File: config.mk
export PLATFORM = sky130hd
export DESIGN_NAME = alu_seq
export DESIGN_NICKNAME = d
export VERILOG_FILES = /design/src/rtl/alu_seq_pkg.sv /design/src/rtl/rr_arb2.sv /design/src/rtl/alu_seq.sv
export SDC_FILE = /design/constraint.sdc
export NUM_CORES = 1
export LEC_CHECK = 0
export CAP_MARGIN = 25
export CORE_MARGIN = 2
export CORE_UTILIZATION = 38
export DETAILED_ROUTE_END_ITERATION = 7
export PLACE_DENSITY = 0.8
export SYNTH_ARGS = -nofsm -noshare
export SYNTH_HDL_FRONTEND = slang
export SYNTH_SLANG_ARGS = --single-unit
File: constraint.sdc
create_clock -name I_clk -period 1.9 [get_ports I_clk]
set_clock_uncertainty 0.1 [all_clocks]
set_input_delay 0.475 -clock I_clk [delete_from_list [all_inputs] [get_ports I_clk]]
set_output_delay 0.475 -clock I_clk [all_outputs]
set_load 0.01 [all_outputs]
File: src/rtl/alu_seq_pkg.sv
// Shared ALU definitions: opcode encodings and sequencer state encodings.
package alu_seq_pkg;

  localparam int XLEN = 32;

  // ALU opcode encoding shared by every ALU client.
  localparam logic [3:0] ALUOP_ADD  = 4'd0;
  localparam logic [3:0] ALUOP_SUB  = 4'd1;
  localparam logic [3:0] ALUOP_SLL  = 4'd2;
  localparam logic [3:0] ALUOP_SLT  = 4'd3;
  localparam logic [3:0] ALUOP_SLTU = 4'd4;
  localparam logic [3:0] ALUOP_XOR  = 4'd5;
  localparam logic [3:0] ALUOP_SRL  = 4'd6;
  localparam logic [3:0] ALUOP_SRA  = 4'd7;
  localparam logic [3:0] ALUOP_OR   = 4'd8;
  localparam logic [3:0] ALUOP_AND  = 4'd9;

  // Sequencer states.
  typedef enum logic [1:0] {
    ALUSEQ_ST_IDLE  = 2'd0,
    ALUSEQ_ST_ISSUE = 2'd1,
    ALUSEQ_ST_WAIT  = 2'd2,
    ALUSEQ_ST_RESP  = 2'd3
  } aluseq_st_e;

endpackage

File: src/rtl/rr_arb2.sv
// Two-request arbiter; round-robin on ties when RR=1, port 0 priority when RR=0.
module rr_arb2 #(
  parameter int RR = 1
) (
  input  logic       I_clk,
  input  logic       I_reset,
  input  logic [1:0] req,
  input  logic       en,
  output logic [1:0] gnt
);

  // Most recent winner; starts at 1 so port 0 wins the first tie.
  logic last_reg;

  // Grant selection: a lone request always wins, a tie goes to the other port.
  always_comb begin
    gnt = 2'b00;
    if (en) begin
      if (req == 2'b11) begin
        gnt = ((RR != 0) && (last_reg == 1'b0)) ? 2'b10 : 2'b01;
      end else begin
        gnt = req;
      end
    end
  end

  // Remember who won whenever a grant is issued.
  always_ff @(posedge I_clk) begin
    if (I_reset) begin
      last_reg <= 1'b1;
    end else if (|gnt) begin
      last_reg <= gnt[1];
    end
  end

endmodule

File: src/rtl/alu_seq.sv
// ALU sequencer: arbitrates two requesters, drives the ALU through its busy
// protocol, and returns a registered result on a valid/ready channel.
module alu_seq
  import alu_seq_pkg::*;
#(
  parameter int RR      = 1,
  parameter int TIMEOUT = 40
) (
  input  logic            I_clk,
  input  logic            I_reset,
  input  logic            I_req0_valid,
  input  logic            I_req1_valid,
  output logic            O_req0_ready,
  output logic            O_req1_ready,
  input  logic [3:0]      I_req0_op,
  input  logic [3:0]      I_req1_op,
  input  logic [XLEN-1:0] I_req0_s1,
  input  logic [XLEN-1:0] I_req0_s2,
  input  logic [XLEN-1:0] I_req1_s1,
  input  logic [XLEN-1:0] I_req1_s2,
  output logic            O_alu_en,
  output logic [3:0]      O_alu_op,
  output logic [XLEN-1:0] O_alu_s1,
  output logic [XLEN-1:0] O_alu_s2,
  input  logic            I_alu_busy,
  input  logic [XLEN-1:0] I_alu_data,
  input  logic            I_alu_lt,
  input  logic            I_alu_ltu,
  input  logic            I_alu_eq,
  output logic            O_rsp_valid,
  input  logic            I_rsp_ready,
  output logic            O_rsp_id,
  output logic [XLEN-1:0] O_rsp_data,
  output logic            O_rsp_lt,
  output logic            O_rsp_ltu,
  output logic            O_rsp_eq,
  output logic            O_rsp_err
);

  // Last WAIT cycle index allowed before the operation is aborted.
  localparam logic [5:0] TMO_LAST = 6'(TIMEOUT - 1);

  aluseq_st_e      state_reg, state_next;
  logic [3:0]      op_reg;
  logic [XLEN-1:0] s1_reg, s2_reg;
  logic            id_reg;
  logic [5:0]      tmo_cnt_reg;
  logic [XLEN-1:0] rsp_data_reg;
  logic            rsp_lt_reg, rsp_ltu_reg, rsp_eq_reg, rsp_err_reg;

  logic       grant_en;
  logic [1:0] gnt;
  logic       capture, abort;

  // Grants are only offered while idle.
  assign grant_en = (state_reg == ALUSEQ_ST_IDLE);

  rr_arb2 #(.RR(RR)) u_arb (
    .I_clk   (I_clk),
    .I_reset (I_reset),
    .req     ({I_req1_valid, I_req0_valid}),
    .en      (grant_en),
    .gnt     (gnt)
  );

  assign O_req0_ready = gnt[0];
  assign O_req1_ready = gnt[1];
  assign O_alu_op     = op_reg;
  assign O_alu_s1     = s1_reg;
  assign O_alu_s2     = s2_reg;
  assign O_rsp_id     = id_reg;
  assign O_rsp_data   = rsp_data_reg;
  assign O_rsp_lt     = rsp_lt_reg;
  assign O_rsp_ltu    = rsp_ltu_reg;
  assign O_rsp_eq     = rsp_eq_reg;
  assign O_rsp_err    = rsp_err_reg;

  // Next-state and output decode; enable drops in the same cycle busy falls.
  always_comb begin
    state_next  = state_reg;
    O_alu_en    = 1'b0;
    O_rsp_valid = 1'b0;
    capture     = 1'b0;
    abort       = 1'b0;
    case (state_reg)
      ALUSEQ_ST_IDLE: begin
        if (|gnt) state_next = ALUSEQ_ST_ISSUE;
      end
      ALUSEQ_ST_ISSUE: begin
        O_alu_en   = 1'b1;
        state_next = ALUSEQ_ST_WAIT;
      end
      ALUSEQ_ST_WAIT: begin
        if (!I_alu_busy) begin
          capture    = 1'b1;
          state_next = ALUSEQ_ST_RESP;
        end else if (tmo_cnt_reg == TMO_LAST) begin
          abort      = 1'b1;
          state_next = ALUSEQ_ST_RESP;
        end else begin
          O_alu_en = 1'b1;
        end
      end
      ALUSEQ_ST_RESP: begin
        O_rsp_valid = 1'b1;
        if (I_rsp_ready) state_next = ALUSEQ_ST_IDLE;
      end
      default: state_next = ALUSEQ_ST_IDLE;
    endcase
  end

  // State register.
  always_ff @(posedge I_clk) begin
    if (I_reset) state_reg <= ALUSEQ_ST_IDLE;
    else         state_reg <= state_next;
  end

  // Latch the winning request's payload at grant time.
  always_ff @(posedge I_clk) begin
    if (I_reset) begin
      op_reg <= 4'd0;
      s1_reg <= '0;
      s2_reg <= '0;
      id_reg <= 1'b0;
    end else if (|gnt) begin
      op_reg <= gnt[1] ? I_req1_op : I_req0_op;
      s1_reg <= gnt[1] ? I_req1_s1 : I_req0_s1;
      s2_reg <= gnt[1] ? I_req1_s2 : I_req0_s2;
      id_reg <= gnt[1];
    end
  end

  // WAIT cycle counter, cleared while issuing.
  always_ff @(posedge I_clk) begin
    if (I_reset || state_reg == ALUSEQ_ST_ISSUE) tmo_cnt_reg <= 6'd0;
    else if (state_reg == ALUSEQ_ST_WAIT)        tmo_cnt_reg <= tmo_cnt_reg + 6'd1;
  end

  // Response registers: ALU result on completion, zeros plus error on abort.
  always_ff @(posedge I_clk) begin
    if (I_reset || abort) begin
      rsp_data_reg <= '0;
      rsp_lt_reg   <= 1'b0;
      rsp_ltu_reg  <= 1'b0;
      rsp_eq_reg   <= 1'b0;
      rsp_err_reg  <= abort && !I_reset;
    end else if (capture) begin
      rsp_data_reg <= I_alu_data;
      rsp_lt_reg   <= I_alu_lt;
      rsp_ltu_reg  <= I_alu_ltu;
      rsp_eq_reg   <= I_alu_eq;
      rsp_err_reg  <= 1'b0;
    end
  end

endmodule

==> run summary, run 1 <==
run metrics: fin crit share=107%, fin crit period=2.04 ns, GR Layer Usage met2=42.6%, filler cell count in the final layout=944, Yosys top cell area share=45.9%, number of DRC violations after detailed routing=0, net count after synthesis=711, power per standard cell area=1360 mW/mm^2, antenna violations before repair=0, metal2 WL=8740 um, area share of and-or/or-and cells after synthesis=19.9%, busiest metal layer after global routing=met2, slack of the worst reg-to-reg path=0.04 ns, netlist area before placement=0.00493 sq mm, die width=118 um, worst path cell trace=inv_4 > ha_4 > nand2_4 > a31oi_4 > nor2_2 > nor2_1 > buf_2, flip-flops with a built-in enable=1, violations in the final reports=negative setup slack, number of cells in the yosys synthesis report=528, final worst-path setup slack=-0.141 ns, pin count of the biggest net entering global routing=70, worst min-delay path class=input port to register, dpl ws=-0.678 ns, maximum capacitance violations=0, Max Fanout on Critical Path=3, number of antenna-violating nets in the routed design=0, Critical Path RT=1.32 ns, launching element type of the critical path=register, number of placed I/O pins=286, wirelength, routed=17200 um, all-layer global routing usage=23.8%, multiplexer area fraction after synthesis=14.0%, number of instances in the synthesized netlist=528, total half-perimeter wirelength after legalization and detailed placement=12200 um, GR Layer Usage met3=8.62%, headroom to the max-slew limit=76.1%, post-synthesis adder-cell area fraction=1.52%, Overall Power=12.2 mW, outcome=complete, but fails checks, Synth logic family=AND-OR/OR-AND gates, hold_ws=0.255 ns, clock tree cell share of total cell area=6.39%, mi-comb count=359, sequential cell area fraction in the yosys report=46.5%, Pre-Place Util=39.1%, register cell area after layout=0.00230 sq mm, TritonCTS clock tree=yes, number of tap instances=172, final setup violation count=3, Vias per Instance=5.00, NonClk Buf Share=38.2%, layout net count=1014, maximum frequency from static timing analysis=490 MHz, top flip-flop cell by instance count after synthesis=sky130_fd_sc_hd__dfxtp_1, Chip Area, Yosys=0.00493 sq mm, leakage power=4.09 nW, dominant cell type by area after synthesis=sky130_fd_sc_hd__dfxtp_1, standard cell with the maximum stage delay on the critical path=sky130_fd_sc_hd__dfxtp_4, total congestion overflow after global routing=0, die span in y=118 um, final number of hold-violating endpoints=0, num rows=41, biggest cell delay along the critical path=0.35 ns, clock root buffer=sky130_fd_sc_hd__clkbuf_16, Synth Register Bits=114
==> run 1: timing repair <==
action                     4_1_cts  5_1_grt
cloned                           3        3
gates resized                   59       37
setup endpoints to repair       85       55
setup buffers                    2        3
pin swaps                        2        3
==> run 1: cells in the final DEF (no fill, tap or decap), types with 5 or more instances in the layout <==
cell and count:
sky130_fd_sc_hd__clkdlybuf4s50_1 240, sky130_fd_sc_hd__dfxtp_1 111, sky130_fd_sc_hd__nor2_1 74, sky130_fd_sc_hd__mux2i_1 68, sky130_fd_sc_hd__a211oi_1 57, sky130_fd_sc_hd__nand2_1 38, sky130_fd_sc_hd__a21oi_1 37, sky130_fd_sc_hd__o21ai_0 32
sky130_fd_sc_hd__buf_4 31, sky130_fd_sc_hd__dlymetal6s2s_1 22, sky130_fd_sc_hd__clkbuf_16 19, sky130_fd_sc_hd__dlygate4sd2_1 18, sky130_fd_sc_hd__a211oi_2 11, sky130_fd_sc_hd__o21ai_1 6, sky130_fd_sc_hd__inv_1 5, sky130_fd_sc_hd__clkbuf_1 5
sky130_fd_sc_hd__buf_12 5
==> run 1: stage by stage <==
stage	area (sq um)	cells	TNS, ns
finish	8990	1015	-0.264
global route	8990	1015	-0.507
CTS	8780	1009	-0.336
detailed placement	8020	973	-28.04
global placement	8020	973	-24.92
floorplan	4930	528	0
==> run 1: critical path: cells and delay by family, from the launching register on <==
| family | cells | cell delay, ns |
|---|---|---|
| buffers and inverters | 2 | 0.21 |
| flip-flops | 1 | 0.35 |
| AND/OR/NAND/NOR | 3 | 0.20 |
| AND-OR/OR-AND | 1 | 0.15 |
| adder cells (fa/ha/maj) | 1 | 0.14 |
==> run 1: cell usage after synthesis, types with 6 or more instances <==
library cell and instances:
sky130_fd_sc_hd__nor2_1 76, sky130_fd_sc_hd__a211oi_1 66, sky130_fd_sc_hd__buf_8 8, sky130_fd_sc_hd__ha_1 6, sky130_fd_sc_hd__dfxtp_1 113, sky130_fd_sc_hd__mux2i_1 69, sky130_fd_sc_hd__buf_2 13, sky130_fd_sc_hd__inv_1 8
sky130_fd_sc_hd__clkbuf_1 15, sky130_fd_sc_hd__o21ai_1 6, sky130_fd_sc_hd__nand2_1 41, sky130_fd_sc_hd__a21oi_1 38, sky130_fd_sc_hd__o21ai_0 32
==> run 1: where the power goes <==
group	leakage [nW]	switching [mW]	total [mW]	internal [mW]
sequential	0.941	0.354	3.44	3.09
combinational	2.86	2.70	5.69	2.99
clock	0.284	1.02	3.07	2.05
total	4.09	4.08	12.2	8.12
==> run 1: final timing paths <==
kind | from | end | cells past startpoint
setup reg to reg | state_reg[1]$_SDFFE_PP0P_ | O_alu_s2[2]$_SDFFE_PP0P_ | 8
hold / removal | I_reset | O_rsp_data[29]$_SDFFE_PP0P_ | 2
hold reg to reg | O_rsp_data[23]$_SDFFE_PP0P_ | O_rsp_data[23]$_SDFFE_PP0P_ | 2
setup / recovery | state_reg[0]$_SDFFE_PP0P_ | O_alu_en | 7
==> run 1: cell families (layout without fill, tap and decap cells) <==
logic type,count (synthesis),after routing
AOI/OAI and AO/OA,152,152
and+or+nand+nor,128,128
DFF,114,114
muxes,69,69
buffers and inverters,55,370
adders and majority gates,6,6
xor gates and xnor gates,4,4
==> run_1/met1.png <==
Drawn at 4 px/um. Cells faint in the background.
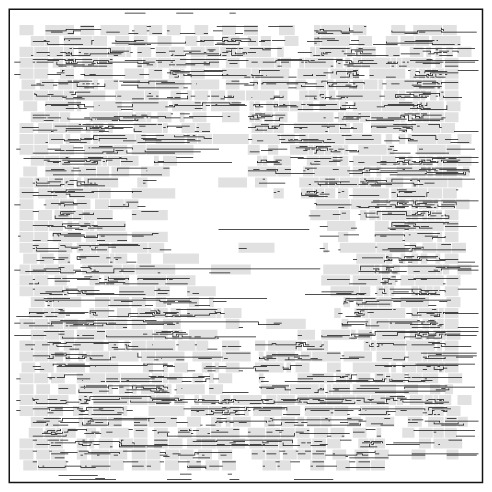
The layer holds 37% of the routed length. 879 nets have wire on it.

==> run_1/final_clocks.png <==
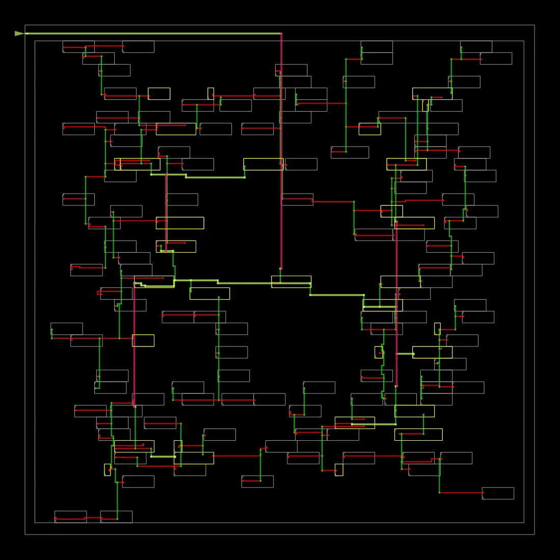
P_clk: 3.07 mW
sinks on the clock net: 114
total clock buffers created by CTS: 17
latest clock arrival within the worst-skew pair: 0.40 ns

==> run_1/clock_map.png <==
Drawn at 4 px/um.
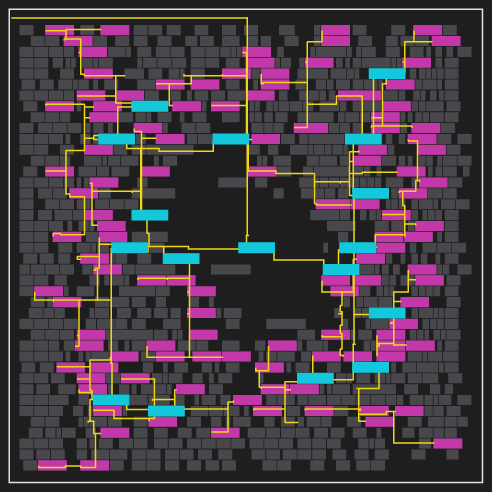
Key: clock wires = yellow [length 1450 um]; cells driving clock nets = cyan [count 17]; flip-flops = magenta [count 114]
Position of the flops: widely spread.

==> run_1/cell_classes.png <==
Drawn at 3 px/um. Fill, decap, tap and diode cells in grey.
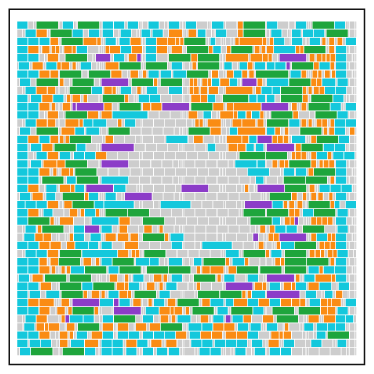

==> inputs of run 2 (changes only) <==
--- a/config.mk
+++ b/config.mk
@@ -8,8 +8,9 @@
 export CAP_MARGIN = 25
 export CORE_MARGIN = 2
 export CORE_UTILIZATION = 38
+export CTS_CLUSTER_DIAMETER = 30
 export DETAILED_ROUTE_END_ITERATION = 7
-export PLACE_DENSITY = 0.8
+export PLACE_DENSITY_LB_ADDON = 0.08
 export SYNTH_ARGS = -nofsm -noshare
 export SYNTH_HDL_FRONTEND = slang
 export SYNTH_SLANG_ARGS = --single-unit
==> run_2/cell_classes.png <==
Drawn at 3 px/um. Fill, decap, tap and diode cells in grey.
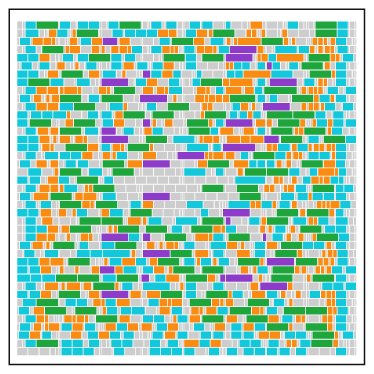
Key: flip-flops = green [cells 114, share of their area 26%]; all other logic = orange [cells 368, share of their area 28%]; other buffers and delay cells = cyan [cells 333, share of their area 39%]; clock drivers and dummy loads = purple [cells 31, share of their area 6.6%]

==> run_2/clock_map.png <==
Drawn at 4 px/um.
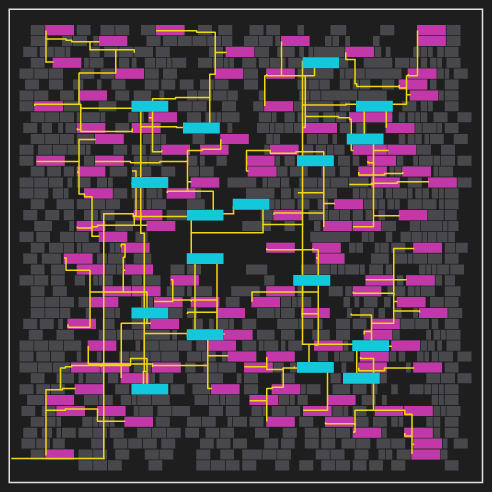
Key: cells driving clock nets = cyan [count 17]; clock wires = yellow [length 1580 um]; flip-flops = magenta [count 114]
There are 18 routed clock nets. Position of the flops: widely spread.

==> run summary, run 2 <==
run metrics: outcome=complete, but fails checks, violations in the final reports=negative setup slack, dominant cell type by area after synthesis=sky130_fd_sc_hd__dfxtp_1, Worst-Margin Slew=0.573 ns, Synth Register Bits=114 (unchanged), number of antenna-violating nets in the routed design=0 (unchanged), netlist area before placement=0.00493 sq mm (unchanged), cell count after placement=972 (-0.10%), Critical Path RT=1.32 ns (about the same), headroom to the max-slew limit=61.8% (-14 points), Vias per Instance=4.95 (-0.94%), first-pass GRT wire length=24900 um, Yosys warning total=0, Layout Cells excl Fill=1018 (+0.30%), most used cell, CP=sky130_fd_sc_hd__nor2_1, area share of and-or/or-and cells after synthesis=19.9% (unchanged), DRT iter0 DRCs=240, worst min-delay path class=input port to register, sinks on the clock net=114 (unchanged), worst path cell trace=inv_6 > ha_4 > nand2_4 > a31oi_4 > nor2_1 > nor2_1 > buf_2, Basic Gates by Area=10.4%, antenna violations before repair=0 (unchanged), wirelength, routed=16600 um (-3.5%), number of placed I/O pins=286 (unchanged), total half-perimeter wirelength after legalization and detailed placement=11400 um (-6.5%), PortBufs=285, pin count of the biggest net entering global routing=59 (-16%), num rows=41 (unchanged), worst ir drop on vdd=738 uV, count of warning messages emitted by the tools=32, number of distinct library cells after synthesis=37, final number of hold-violating endpoints=0 (unchanged), dominant logic cell types in the final layout=sky130_fd_sc_hd__clkdlybuf4s50_1 (244), sky130_fd_sc_hd__dfxtp_1 (111), sky130_fd_sc_hd__nor2_1 (76), die width=118 um (unchanged), Synth logic family=AND-OR/OR-AND gates, arrival time reported for the critical path endpoint=1.45 ns, RSZ-0062 raised after global routing=yes, top flip-flop cell by instance count after synthesis=sky130_fd_sc_hd__dfxtp_1, Pre-Place Util=39.1% (unchanged), Commonest Layout Cell=sky130_fd_sc_hd__clkdlybuf4s50_1, final worst-path setup slack=-0.126 ns (+0.0150 ns), clock-pin slew reported for the worst setup and hold paths after clock tree synthesis=0.05 ns, CTS H-Tree Depth=4, die area=0.0139 sq mm, largest cells by area after synthesis=sky130_fd_sc_hd__dfxtp_1 (46%), sky130_fd_sc_hd__mux2i_1 (14%), sky130_fd_sc_hd__a211oi_1 (10%), number of DRC violations after detailed routing=0 (unchanged), latest clock arrival within the worst-skew pair=0.41 ns (about the same), TritonCTS clock tree=yes, category of the worst setup path capture point=output port, most instantiated library cell after synthesis=sky130_fd_sc_hd__dfxtp_1, delay-heaviest family, CP=flip-flops, flip-flops with a built-in enable=1 (unchanged), post-cts hold buffer count=0, number of cells in the yosys synthesis report=528 (unchanged), sequential cell area fraction in the yosys report=46.5% (unchanged), net count after synthesis=711 (unchanged), filler cell count in the final layout=992 (+5.1%), die span in y=118 um (unchanged), Yosys top cell area share=45.9% (unchanged), core region area=0.0126 sq mm, final setup violation count=3 (unchanged), all-layer global routing usage=22.4% (-1.5 points), leakage power=4.11 nW (+0.50%), Clock Path Buffers=2, maximum capacitance violations=0 (unchanged), biggest cell delay along the critical path=0.36 ns (about the same), Chip Area, Yosys=0.00493 sq mm (unchanged), total congestion overflow after global routing=0 (unchanged), placer congestion estimate=0.805, clock root buffer=sky130_fd_sc_hd__clkbuf_16, multiplexer area fraction after synthesis=14.0% (unchanged), layout net count=1017 (+0.30%), top cells by count, synth=sky130_fd_sc_hd__dfxtp_1 (113), sky130_fd_sc_hd__nor2_1 (76), sky130_fd_sc_hd__mux2i_1 (69), vias after detailed routing=5043, final cell utilization of the core=71.4%, fraction of final layout cells with drive strength greater than 1=14.4%, via count of the first global-routing pass=4956, number of buffers and inverters on the critical path=2 (unchanged), post-synthesis adder-cell area fraction=1.52% (unchanged), per-instance average area after synthesis=9.34 sq um, total clock buffers created by CTS=17 (unchanged), Final Max-Slew Violation Tally=0, signed area change from the synthesized netlist to the final layout=82.7%, fin crit share=107% (-0.79 points), number of instances in the synthesized netlist=528 (unchanged), maximum frequency from static timing analysis=494 MHz (+0.74%), fin crit period=2.03 ns (-0.0150 ns), dpl ws=-0.614 ns (+0.0645 ns), routed length per instance=16.3 um, Max Fanout on Critical Path=3 (unchanged), launching element type of the critical path=register, diodes inserted=0, power per standard cell area=1350 mW/mm^2 (-0.38%), category of the critical setup timing path=register to output port, iteration count of the initial detailed-routing pass=4, XOR/XNOR share of the synthesized area=0.710%, share of synthesized registers carrying an async set or reset=0%, standard cell with the maximum stage delay on the critical path=sky130_fd_sc_hd__dfxtp_4, final total negative setup slack=-0.246 ns (+0.0180 ns)
[run 2: logic make-up (layout without fill, tap and decap cells)]
kind of cell / Yosys count / count (layout)
compound gates: 152 / 152
xor+xnor: 4 / 4
fa+ha+maj: 6 / 6
buf+inv: 55 / 373
flops: 114 / 114
mux: 69 / 69
simple gates: 128 / 128
[run 2: metrics by stage]
stage | total power, mW | hold slack (ns) | cell area [sq um]
CTS | 11.7 | 0.221 | 8670
detailed placement | 8.41 | 0.365 | 8020
finish | 12.2 | 0.232 | 9010
global placement | 8.30 | 0.357 | 8020
global route | 12.8 | 0.249 | 9010
floorplan | 6.14 | 0.358 | 4930
[run 2: final cells by class]
cell class / count / area [sq um] / area share (%)
timing repair buffer: 333 / 3430 / 38.0
multi-input combinational: 359 / 2440 / 27.1
sequential: 114 / 2300 / 25.5
clock buffer: 23 / 509 / 5.65
tap: 172 / 215 / 2.39
clock inverter: 8 / 75.1 / 0.833
inverter: 9 / 41.3 / 0.458
[run 2: worst register-to-register path: stages, from the launching register on]
cell,delay (ns)
sky130_fd_sc_hd__dfxtp_4,0.36
sky130_fd_sc_hd__inv_4,0.07
sky130_fd_sc_hd__ha_4,0.18
sky130_fd_sc_hd__nand2_2,0.07
sky130_fd_sc_hd__a21o_4,0.19
sky130_fd_sc_hd__buf_4,0.17
sky130_fd_sc_hd__buf_12,0.19
sky130_fd_sc_hd__mux2i_1,0.17
sky130_fd_sc_hd__a211oi_1,0.26
[run 2: repair_timing]
item / in CTS / in global routing
setup buffers: 5 / 6
pin swaps: 4 / 15
gates cloned: 0 / 4
resized: 43 / 58
endpoints found under the setup margin: 60 / 88
[run 2: report_power, final]
group          switching [mW]  leakage, nW  total (mW)  internal (mW)
Sequential              0.355        0.941        3.44           3.08
Combinational            2.68         2.89        5.64           2.96
Clock                    1.10        0.278        3.10           2.00
Total                    4.14         4.11        12.2           8.05
[run 2: layer usage]
metal	track usage [%]	up-vias	share of wire [%]
met5	0	-	0
met4	11.1	0	3.4
met3	7.03	36	6.9
met2	39.2	211	50
met1	24.3	2318	39
li1	-	2478	-
[run 2: final timing paths]
check	startpoint	end	slack (ns)	cells after the start
max reg2reg	state_reg[1]$_SDFFE_PP0P_	O_alu_s1[13]$_SDFFE_PP0P_	0.05	8
min reg2reg	O_rsp_data[16]$_SDFFE_PP0P_	O_rsp_data[16]$_SDFFE_PP0P_	0.37	2
min	I_reset	state_reg[1]$_SDFFE_PP0P_	0.23	2
max	state_reg[0]$_SDFFE_PP0P_	O_alu_en	-0.13	7
==> inputs of run 3 (changes only) <==
--- a/config.mk
+++ b/config.mk
@@ -11,6 +11,7 @@
 export CTS_CLUSTER_DIAMETER = 30
 export DETAILED_ROUTE_END_ITERATION = 7
 export PLACE_DENSITY_LB_ADDON = 0.08
+export SLEW_MARGIN = 20
 export SYNTH_ARGS = -nofsm -noshare
 export SYNTH_HDL_FRONTEND = slang
 export SYNTH_SLANG_ARGS = --single-unit
==> run_3/zoom.png <==
Window x 46 to 71, y 46 to 71 um. Cells in grey, sequential cells in the stronger grey; small squares are vias.
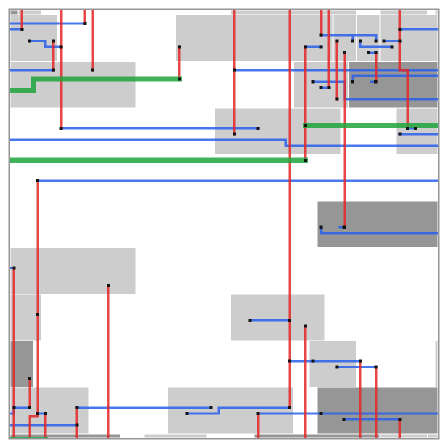
Key: met1 = blue; met2 = red; met3 = green
Sequential cells in the window: 3. Most frequent: dfxtp_1 (3), clkbuf_16 (3). 18 logic cells have their middle in the window. Netlist names of flops here include tmo_cnt_reg (2), O_alu_s2 (1).

==> run summary, run 3 <==
run metrics: number of placed I/O pins=286 (unchanged), maximum capacitance violations=0 (unchanged), leakage power=4.11 nW (unchanged), DP Area=0.00802 sq mm (unchanged), outcome=complete, but fails checks, die span in y=118 um (unchanged), DRT iter0 DRCs=240 (unchanged), number of antenna-violating nets in the routed design=0 (unchanged), Vias per Instance=4.95 (unchanged), cell count after placement=972 (unchanged), dominant logic cell types in the final layout=sky130_fd_sc_hd__clkdlybuf4s50_1 (244), sky130_fd_sc_hd__dfxtp_1 (111), sky130_fd_sc_hd__nor2_1 (76), number of buffers and inverters on the critical path=2 (unchanged), total clock buffers created by CTS=17 (unchanged), Layout Cells excl Fill=1018 (unchanged), Clock Path Buffers=2 (unchanged), top cells by count, synth=sky130_fd_sc_hd__dfxtp_1 (113), sky130_fd_sc_hd__nor2_1 (76), sky130_fd_sc_hd__mux2i_1 (69), Final Max-Slew Violation Tally=0 (unchanged), final worst-path setup slack=-0.126 ns (unchanged), pin count of the biggest net entering global routing=59 (unchanged), critical path startpoint=state_reg[0]$_SDFFE_PP0P_, number of instances in the synthesized netlist=528 (unchanged), worst min-delay path class=input port to register, final cell utilization of the core=71.4% (unchanged), post-cts hold buffer count=0 (unchanged), category of the worst setup path capture point=output port, most instantiated library cell after synthesis=sky130_fd_sc_hd__dfxtp_1, RSZ-0062 raised after global routing=yes, area of all placed cells without fillers=0.00901 sq mm (unchanged), Commonest Layout Cell=sky130_fd_sc_hd__clkdlybuf4s50_1, final total negative setup slack=-0.246 ns (unchanged), Worst-Margin Slew=0.573 ns (unchanged), worst path cell trace=inv_6 > ha_4 > nand2_4 > a31oi_4 > nor2_1 > nor2_1 > buf_2, placer congestion estimate=0.805 (unchanged), violations in the final reports=negative setup slack, number of distinct library cells after synthesis=37 (unchanged), launching element type of the critical path=register, final number of hold-violating endpoints=0 (unchanged), standard cell with the maximum stage delay on the critical path=sky130_fd_sc_hd__dfxtp_4, total half-perimeter wirelength after legalization and detailed placement=11400 um (unchanged), vias after detailed routing=5043 (unchanged), num rows=41 (unchanged), TritonCTS clock tree=yes, layout net count=1017 (unchanged), dominant cell type by area after synthesis=sky130_fd_sc_hd__dfxtp_1, Yosys top cell area share=45.9% (unchanged), clock-pin slew reported for the worst setup and hold paths after clock tree synthesis=0.05 ns (about the same), flip-flops with a built-in enable=1 (unchanged), Pre-Place Util=39.1% (unchanged), Overall Power=12.2 mW (unchanged), worst ir drop on vdd=738 uV (unchanged), delay-heaviest family, CP=flip-flops, netlist area before placement=0.00493 sq mm (unchanged), count of warning messages emitted by the tools=32 (unchanged), arrival time reported for the critical path endpoint=1.45 ns (about the same), category of the critical setup timing path=register to output port, headroom to the max-slew limit=61.8% (unchanged), dpl ws=-0.614 ns (unchanged), fraction of final layout cells with drive strength greater than 1=14.4% (unchanged), share of synthesized registers carrying an async set or reset=0% (unchanged), die area=0.0139 sq mm (unchanged), sequential cell area fraction in the yosys report=46.5% (unchanged), biggest cell delay along the critical path=0.36 ns (about the same), latest clock arrival within the worst-skew pair=0.41 ns (about the same), iteration count of the initial detailed-routing pass=4 (unchanged), Synth Register Bits=114 (unchanged), fin crit share=107% (unchanged), power per standard cell area=1350 mW/mm^2 (unchanged), PortBufs=285 (unchanged), sinks on the clock net=114 (unchanged), most used cell, CP=sky130_fd_sc_hd__nor2_1, Chip Area, Yosys=0.00493 sq mm (unchanged), Crit Reg-Reg Startpoint=state_reg[1]$_SDFFE_PP0P_, largest cells by area after synthesis=sky130_fd_sc_hd__dfxtp_1 (46%), sky130_fd_sc_hd__mux2i_1 (14%), sky130_fd_sc_hd__a211oi_1 (10%), final setup violation count=3 (unchanged), R2R depth=8 (unchanged), maximum frequency from static timing analysis=494 MHz (unchanged), clock root buffer=sky130_fd_sc_hd__clkbuf_16, per-instance average area after synthesis=9.34 sq um (unchanged), first-pass GRT wire length=24900 um (unchanged), CTS H-Tree Depth=4 (unchanged), fin crit period=2.03 ns (unchanged), Critical Path RT=1.32 ns (about the same), number of cells in the yosys synthesis report=528 (unchanged), die width=118 um (unchanged), count of cell instances traversed by the critical path=7 (unchanged), via count of the first global-routing pass=4956 (unchanged)
==> run_3/clock_map.png <==
Drawn at 4 px/um.
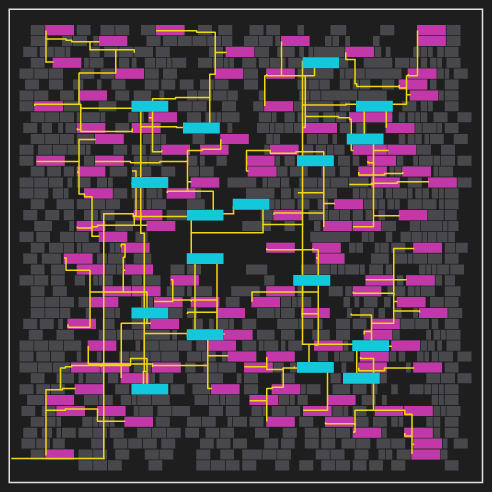
Key: clock wires = yellow [length 1580 um]; cells driving clock nets = cyan [count 17]; flip-flops = magenta [count 114]
There are 18 routed clock nets.

run 3: cell counts after synthesis:
Identical to the previous run, type by type.
run 3: logic make-up (layout without fill, tap and decap cells):
| family | count (synthesis) | count (layout) | synth area share (%) |
|---|---|---|---|
| flip-flops | 114 | 114 | 46.5 |
| XOR/XNOR | 4 | 4 | 0.711 |
| multiplexers | 69 | 69 | 14.0 |
| buffers and inverters | 55 | 373 | 7.05 |
| AND/OR/NAND/NOR | 128 | 128 | 10.4 |
| AND-OR/OR-AND | 152 | 152 | 19.9 |
| adder cells (fa/ha/maj) | 6 | 6 | 1.52 |
run 3: per-layer routing:
layer | share of wire [%] | vias up | wire length [um] | global-route usage [%]
li1 | - | 2478 | - | -
met1 | 39 | 2318 | 6520 | 24.3
met2 | 50 | 211 | 8390 | 39.2
met3 | 6.9 | 36 | 1150 | 7.03
met4 | 3.4 | 0 | 570 | 11.1
met5 | 0 | - | 0 | 0
run 3: worst paths after layout:
kind	endpoint	slack, ns
setup reg to reg	O_alu_s1[13]$_SDFFE_PP0P_	0.05
hold / removal	state_reg[1]$_SDFFE_PP0P_	0.23
setup / recovery	O_alu_en	-0.13
hold reg to reg	O_rsp_data[16]$_SDFFE_PP0P_	0.37
run 3: area by class of cell:
class	count	area, sq um
Inverter	9	41.3
Timing Repair Buffer	333	3430
Tap cell	172	215
Multi-Input combinational cell	359	2440
Sequential cell	114	2300
Fill cell	992	3610
Clock buffer	23	509
Clock inverter	8	75.1
run 3: power breakdown:
part / switching (mW) / internal (mW) / leakage (nW)
combinational: 2.68 / 2.96 / 2.89
sequential: 0.355 / 3.08 / 0.941
clock: 1.10 / 2.00 / 0.278
run 3: timing repair:
item	4_1_cts	5_1_grt
buffers inserted	5	6
gates cloned	0	4
resized	43	58
endpoints found under the setup margin	60	88
pin swaps	4	15
endpoints found under the hold margin	0	0
Power figures rest on the tool's default switching activity, not on a simulated workload.
